--- src/rtl/tetris_pkg.sv ---
// rtl/tetris_pkg.sv - shared game encodings and line-clear points table
package tetris_pkg;

    localparam logic [5:0] GS_RESET = 6'd1;

    // Base points for a single lock; 5..7 rows score as a tetris, 0 rows score nothing
    function automatic logic [10:0] lines_to_points(input logic [2:0] n);
        logic [10:0] pts;
        case (n)
            3'd0:    pts = 11'd0;
            3'd1:    pts = 11'd40;
            3'd2:    pts = 11'd100;
            3'd3:    pts = 11'd300;
            default: pts = 11'd1200;
        endcase
        return pts;
    endfunction

endpackage

--- src/rtl/score_keeper_if.sv ---
// rtl/score_keeper_if.sv - score hand-off to the binary-to-BCD converter
interface score_keeper_if;
    logic [23:0] score;
    logic        conv_start;
    logic        conv_busy;

    modport master (output score, output conv_start, input conv_busy);
    modport slave  (input score, input conv_start, output conv_busy);
endinterface

--- src/rtl/score_keeper.sv ---
// rtl/score_keeper.sv - score, lines and level accumulator feeding the BCD converter
module score_keeper
    import tetris_pkg::*;
#(
    parameter int SCORE_MAX     = 9_999_999,
    parameter int LINES_PER_LVL = 10,
    parameter int LEVEL_MAX     = 15
) (
    input  logic                  clk_in,
    input  logic                  rst_n_in,
    input  logic [5:0]            game_state,
    input  logic                  lines_valid,
    input  logic [2:0]            lines_cleared,
    input  logic                  soft_drop,
    output logic [3:0]            level,
    output logic [15:0]           lines_total,
    output logic                  lines_overflow,
    score_keeper_if.master        conv
);

    typedef enum logic [2:0] {
        ST_IDLE,
        ST_MULT,
        ST_ACCUM,
        ST_NOTIFY,
        ST_WAIT_ACK
    } state_t;

    state_t      state_q, state_d;
    logic [10:0] base_q, base_d;
    logic [4:0]  mult_q, mult_d;
    logic [14:0] product_q, product_d;
    logic [2:0]  iter_q, iter_d;
    logic [2:0]  evt_n_q, evt_n_d;
    logic        pend_valid_q, pend_valid_d;
    logic [2:0]  pend_n_q, pend_n_d;
    logic [7:0]  drop_acc_q, drop_acc_d;
    logic [3:0]  lines_to_next_q, lines_to_next_d;
    logic        busy_low_q, busy_low_d;
    logic [23:0] score_q, score_d;
    logic        conv_start_q, conv_start_d;
    logic [3:0]  level_q, level_d;
    logic [15:0] lines_total_q, lines_total_d;
    logic        overflow_q, overflow_d;

    logic        clear;
    logic        new_evt;
    logic [2:0]  new_n;
    logic        take_evt;
    logic [2:0]  take_n;
    logic [24:0] score_sum;
    logic [16:0] lines_sum;
    logic [3:0]  ltn_sum;

    assign clear = !rst_n_in || (game_state == GS_RESET);

    // Next-state: event capture, shift-add multiply, accumulate, converter handshake
    always_comb begin
        state_d         = state_q;
        base_d          = base_q;
        mult_d          = mult_q;
        product_d       = product_q;
        iter_d          = iter_q;
        evt_n_d         = evt_n_q;
        pend_valid_d    = pend_valid_q;
        pend_n_d        = pend_n_q;
        drop_acc_d      = drop_acc_q;
        lines_to_next_d = lines_to_next_q;
        busy_low_d      = busy_low_q;
        score_d         = score_q;
        conv_start_d    = 1'b0;
        level_d         = level_q;
        lines_total_d   = lines_total_q;
        overflow_d      = overflow_q;
        take_evt        = 1'b0;
        take_n          = 3'd0;
        score_sum       = 25'd0;
        lines_sum       = 17'd0;
        ltn_sum         = 4'd0;

        new_n   = (lines_cleared > 3'd4) ? 3'd4 : lines_cleared;
        new_evt = lines_valid && (lines_cleared != 3'd0);

        if (soft_drop && (drop_acc_q != 8'hFF)) begin
            drop_acc_d = drop_acc_q + 8'd1;
        end

        // Only IDLE consumes events; the older pending one always goes first
        if (state_q == ST_IDLE) begin
            if (pend_valid_q) begin
                take_evt     = 1'b1;
                take_n       = pend_n_q;
                pend_valid_d = new_evt;
                pend_n_d     = new_evt ? new_n : pend_n_q;
            end else if (new_evt) begin
                take_evt = 1'b1;
                take_n   = new_n;
            end
        end else if (new_evt) begin
            if (!pend_valid_q) begin
                pend_valid_d = 1'b1;
                pend_n_d     = new_n;
            end else begin
                overflow_d = 1'b1;
            end
        end

        case (state_q)
            ST_IDLE: begin
                if (take_evt) begin
                    base_d    = lines_to_points(take_n);
                    mult_d    = {1'b0, level_q} + 5'd1;
                    product_d = 15'd0;
                    iter_d    = 3'd0;
                    evt_n_d   = take_n;
                    state_d   = ST_MULT;
                end else if (drop_acc_q != 8'd0) begin
                    product_d = 15'd0;
                    evt_n_d   = 3'd0;
                    state_d   = ST_ACCUM;
                end
            end
            ST_MULT: begin
                if (mult_q[iter_q]) begin
                    product_d = product_q + (15'(base_q) << iter_q);
                end
                iter_d = iter_q + 3'd1;
                if (iter_q == 3'd4) begin
                    state_d = ST_ACCUM;
                end
            end
            ST_ACCUM: begin
                score_sum  = {1'b0, score_q} + 25'(product_q) + 25'(drop_acc_q);
                score_d    = (score_sum > 25'(SCORE_MAX)) ? 24'(SCORE_MAX) : score_sum[23:0];
                drop_acc_d = soft_drop ? 8'd1 : 8'd0;
                if (evt_n_q != 3'd0) begin
                    lines_sum     = {1'b0, lines_total_q} + 17'(evt_n_q);
                    lines_total_d = lines_sum[16] ? 16'hFFFF : lines_sum[15:0];
                    ltn_sum       = lines_to_next_q + {1'b0, evt_n_q};
                    if (ltn_sum >= 4'(LINES_PER_LVL)) begin
                        lines_to_next_d = ltn_sum - 4'(LINES_PER_LVL);
                        if (level_q < 4'(LEVEL_MAX)) begin
                            level_d = level_q + 4'd1;
                        end
                    end else begin
                        lines_to_next_d = ltn_sum;
                    end
                end
                busy_low_d = 1'b0;
                state_d    = ST_NOTIFY;
            end
            ST_NOTIFY: begin
                // Second consecutive idle cycle skips the converter's DONE cycle
                if (conv.conv_busy) begin
                    busy_low_d = 1'b0;
                end else if (busy_low_q) begin
                    busy_low_d   = 1'b0;
                    conv_start_d = 1'b1;
                    state_d      = ST_WAIT_ACK;
                end else begin
                    busy_low_d = 1'b1;
                end
            end
            ST_WAIT_ACK: begin
                state_d = ST_IDLE;
            end
            default: begin
                state_d = ST_IDLE;
            end
        endcase
    end

    // State registers; game reset clears exactly like the pin reset
    always_ff @(posedge clk_in) begin
        if (clear) begin
            state_q         <= ST_IDLE;
            base_q          <= '0;
            mult_q          <= '0;
            product_q       <= '0;
            iter_q          <= '0;
            evt_n_q         <= '0;
            pend_valid_q    <= 1'b0;
            pend_n_q        <= '0;
            drop_acc_q      <= '0;
            lines_to_next_q <= '0;
            busy_low_q      <= 1'b0;
            score_q         <= '0;
            conv_start_q    <= 1'b0;
            level_q         <= '0;
            lines_total_q   <= '0;
            overflow_q      <= 1'b0;
        end else begin
            state_q         <= state_d;
            base_q          <= base_d;
            mult_q          <= mult_d;
            product_q       <= product_d;
            iter_q          <= iter_d;
            evt_n_q         <= evt_n_d;
            pend_valid_q    <= pend_valid_d;
            pend_n_q        <= pend_n_d;
            drop_acc_q      <= drop_acc_d;
            lines_to_next_q <= lines_to_next_d;
            busy_low_q      <= busy_low_d;
            score_q         <= score_d;
            conv_start_q    <= conv_start_d;
            level_q         <= level_d;
            lines_total_q   <= lines_total_d;
            overflow_q      <= overflow_d;
        end
    end

    assign conv.score      = score_q;
    assign conv.conv_start = conv_start_q;
    assign level           = level_q;
    assign lines_total     = lines_total_q;
    assign lines_overflow  = overflow_q;

endmodule
--- src/flat_wrapper.sv ---
// flat-port wrapper written by rule: the top's interface ports become plain ports
module score_keeper_flat import tetris_pkg::*;
#(
    parameter int SCORE_MAX     = 9_999_999,
    parameter int LINES_PER_LVL = 10,
    parameter int LEVEL_MAX     = 15
)
  (clk_in, rst_n_in, game_state, lines_valid, lines_cleared, soft_drop, level, lines_total, lines_overflow, conv_score, conv_conv_start, conv_conv_busy);
  score_keeper_if conv_i ();
  input  logic clk_in;
  input  logic rst_n_in;
  input  logic [5:0] game_state;
  input  logic lines_valid;
  input  logic [2:0] lines_cleared;
  input  logic soft_drop;
  output logic [3:0] level;
  output logic [15:0] lines_total;
  output logic lines_overflow;
  output wire logic [$bits(conv_i.score)-1:0] conv_score;
  output wire logic [$bits(conv_i.conv_start)-1:0] conv_conv_start;
  input wire logic [$bits(conv_i.conv_busy)-1:0] conv_conv_busy;
  assign conv_score = conv_i.score;
  assign conv_conv_start = conv_i.conv_start;
  assign conv_i.conv_busy = conv_conv_busy;
  score_keeper #(.SCORE_MAX(SCORE_MAX), .LINES_PER_LVL(LINES_PER_LVL), .LEVEL_MAX(LEVEL_MAX)) u_core (.clk_in(clk_in), .rst_n_in(rst_n_in), .game_state(game_state), .lines_valid(lines_valid), .lines_cleared(lines_cleared), .soft_drop(soft_drop), .level(level), .lines_total(lines_total), .lines_overflow(lines_overflow), .conv(conv_i));
endmodule
--- config.mk ---
export PLATFORM = sky130hd
export DESIGN_NAME = score_keeper_flat
export DESIGN_NICKNAME = d
export VERILOG_FILES = /design/src/rtl/tetris_pkg.sv /design/src/rtl/score_keeper_if.sv /design/src/rtl/score_keeper.sv /design/src/flat_wrapper.sv
export SDC_FILE = /design/constraint.sdc
export NUM_CORES = 1
export LEC_CHECK = 0
export CAP_MARGIN = 20
export CELL_PAD_IN_SITES_DETAIL_PLACEMENT = 0
export CELL_PAD_IN_SITES_GLOBAL_PLACEMENT = 1
export CORE_MARGIN = 3
export CORE_UTILIZATION = 43
export DETAILED_ROUTE_END_ITERATION = 10
export GPL_ROUTABILITY_DRIVEN = 0
export PLACE_DENSITY = 0.89
export SLEW_MARGIN = 20
export SYNTH_ARGS = -nofsm -noshare
export SYNTH_HDL_FRONTEND = slang
export SYNTH_SLANG_ARGS = --single-unit
--- constraint.sdc ---
create_clock -name clk_in -period 4.4 [get_ports clk_in]
set_input_delay 0.88 -clock clk_in [delete_from_list [all_inputs] [get_ports clk_in]]
set_output_delay 0.88 -clock clk_in [all_outputs]
set_load 0.05 [all_outputs]
Figure 1. M4 wires.
Bar = 50 um. Cells faint in the background.
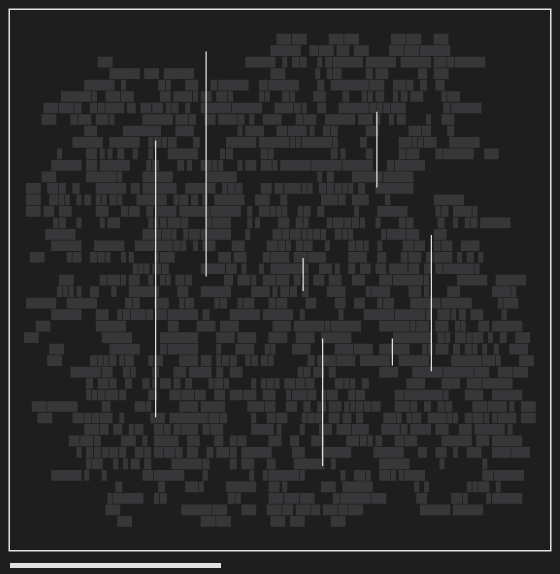
main direction: vertical
share of all routed wire: 1.4%
nets with wire on the layer: 5
Vias: 5,632
total length of routed wires: 14.9 mm

Figure 2. Sizing map.
Bar = 50 um.
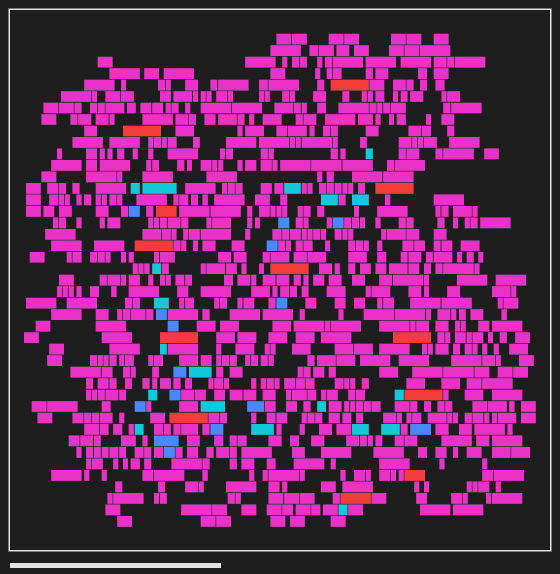
| color | size | cells | share |
|---|---|---|---|
| magenta | x1 and smaller | 813 | 95% |
| cyan | x2 | 19 | 2.2% |
| blue | x3 and x4 | 15 | 1.7% |
| red | x6 and larger | 12 | 1.4% |
Final WS setup: 0.409 ns
Layout Area Growth over Synthesis: 16.0%
bufs w/o clock: 70
Final Cell Area: 7420 um^2

Figure 3. Clock nets.
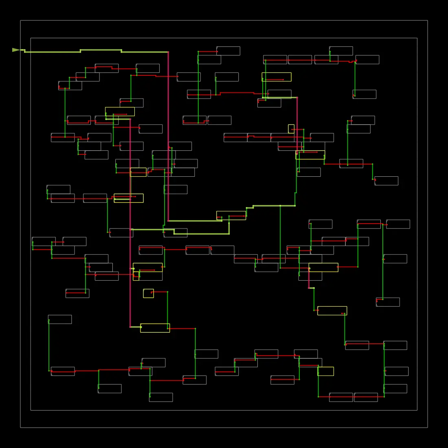
Clock Sinks: 96
Late-Pin Clk Latency: 0.35 ns
Clock Skews: 0.00830 ns

==> results.py <==
# Synthesis and PnR figures
metrics = {
    "layout": {
        "clock_area_share_pct": 3.66,
        "design.seq.count": 96,
        "comb_share_pct": 56.9,
        "nets": 928,
        "clock_buffer_count": 11,
        "comb_area_um2": 4220,
        "fillers": 1433,
        "seq_share_pct": 25.9,
        "fin_util_pct": 52.2,
        "regArea_um2": 1920,
    },
    "setup_path": {
        "arrival_ns": 4.25,
        "reg2reg_depth": 13,
        "cp_data_required_time_ns": 4.66,
        "r2r_slack_ns": 0.41,
        "end_kind": "flop",
        "regToRegStartpoint": "u_core.drop_acc_q[3]",
        "endpoint": "u_core.conv.score[9]",
    },
    "final_timing": {
        "setup_tns_ns": 0,
        "fin_hold_ws_ns": 0.463,
        "fin_crit_ns": 3.99,
        "finalSetupViolations": 0,
    },
    "clock_tree": {
        "hold_buffers": 0,
        "htree_levels": 3,
        "post_cts_resized": 0,
        "post-cts-setup-buffers": 0,
        "cts_buffers": 9,
    },
    "routing": {
        "wl_met2_mm": 6.37,
        "drc": 0,
        "wl_per_cell_um": 14.4,
        "drtIter0Drc": 289,
        "wl_met1_mm": 7.89,
        "ant_nets": 0,
    },
    "job": {
        "cap_violations": 0,
    },
    "global_route": {
        "overflow": 0,
        "grtUsageMet2_pct": 27.6,
    },
    "min_path": {
        "hold_depth": 2,
        "worstHoldStart": "u_core.lines_to_next_q[0]",
        "whs_endpoint": "u_core.lines_to_next_q[0]",
    },
    "yosys": {
        "synth-area-yosys_um2": 6390,
        "xor_area_share_pct": 6.58,
        "avgSynthCellArea_um2": 7.86,
        "edf_count": 0,
        "syn_nets": 885,
        "simple_gate_share_pct": 23.6,
        "fa_ha_area_share_pct": 12.5,
        "yosys.area.top_type_share_pct": 30.1,
        "synth.area.top_cells": "dfxtp_1 (30%), ha_1 (9.4%), nor2_1 (7.3%), a21oi_1 (6.9%), nand2_1 (4.9%)",
        "netlist_area_um2": 6390,
        "yosysCellCount": 813,
        "ys_seq_share_pct": 30.1,
    },
    "pwr": {
        "switching_power_mw": 1.05,
        "pg_comb_uw": 962,
        "pwr-share-comb_pct": 35.0,
        "powerSeq_mw": 1.05,
        "pwr-share-seq_pct": 38.3,
        "clock_power_uw": 733,
        "power_density_nw_per_um2": 370,
        "leakage_nw": 2.92,
        "power.group.top": "registers",
    },
    "floorplan": {
        "die_x_um": 128,
        "chipArea_um2": 16400,
        "rows": 43,
    },
    "run_status": {
        "status": "finished clean",
    },
    "place": {
        "dp_hpwl_mm": 10.9,
        "io_buffers": 59,
    },
}
Figure 4. Metal layers overlaid.
Only two layers are drawn.
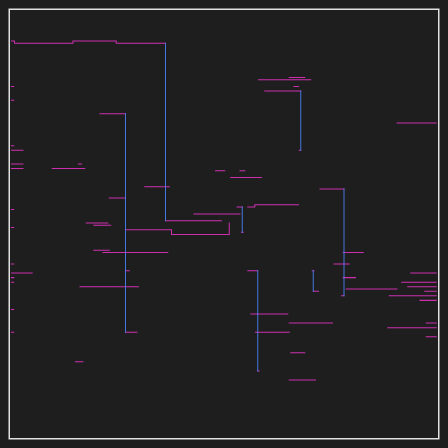
| color | layer | wire length |
|---|---|---|
| blue | M4 | 212 um |
| magenta | M3 | 461 um |

Figure 5. Metal 2.
Cells faint in the background.
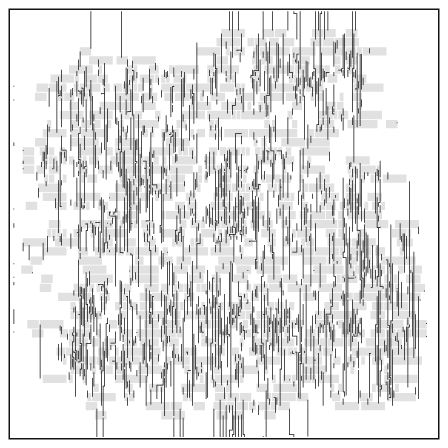
wire length on this layer: 6,370 um
nets with wire on the layer: 724
share of all routed wire: 43%

Yosys cell counts, types with 10 or more instances:
master,count
xnor2_1,30
xor2_1,18
inv_1,25
a211oi_1,14
ha_1,48
a21o_1,15
nor2_1,124
nor3_1,24
dfxtp_1,96
a21oi_1,88
o21ai_0,25
a22oi_1,10
fa_1,10
nand3_1,28
nand2_1,84
clkbuf_1,27
critical path: stages, from the launching register on:
cell	delay (ns)
dfxtp_1	0.46
fa_1	0.46
ha_1	0.37
nor2b_4	0.15
o31ai_2	0.37
nand2_2	0.15
a41o_1	0.29
a41oi_2	0.32
mux2_1	0.36
a41oi_1	0.20
a21o_1	0.18
a21oi_4	0.10
buf_4	0.22
a311oi_1	0.27
No activity file was given, so power comes from the tool's default toggle rates.
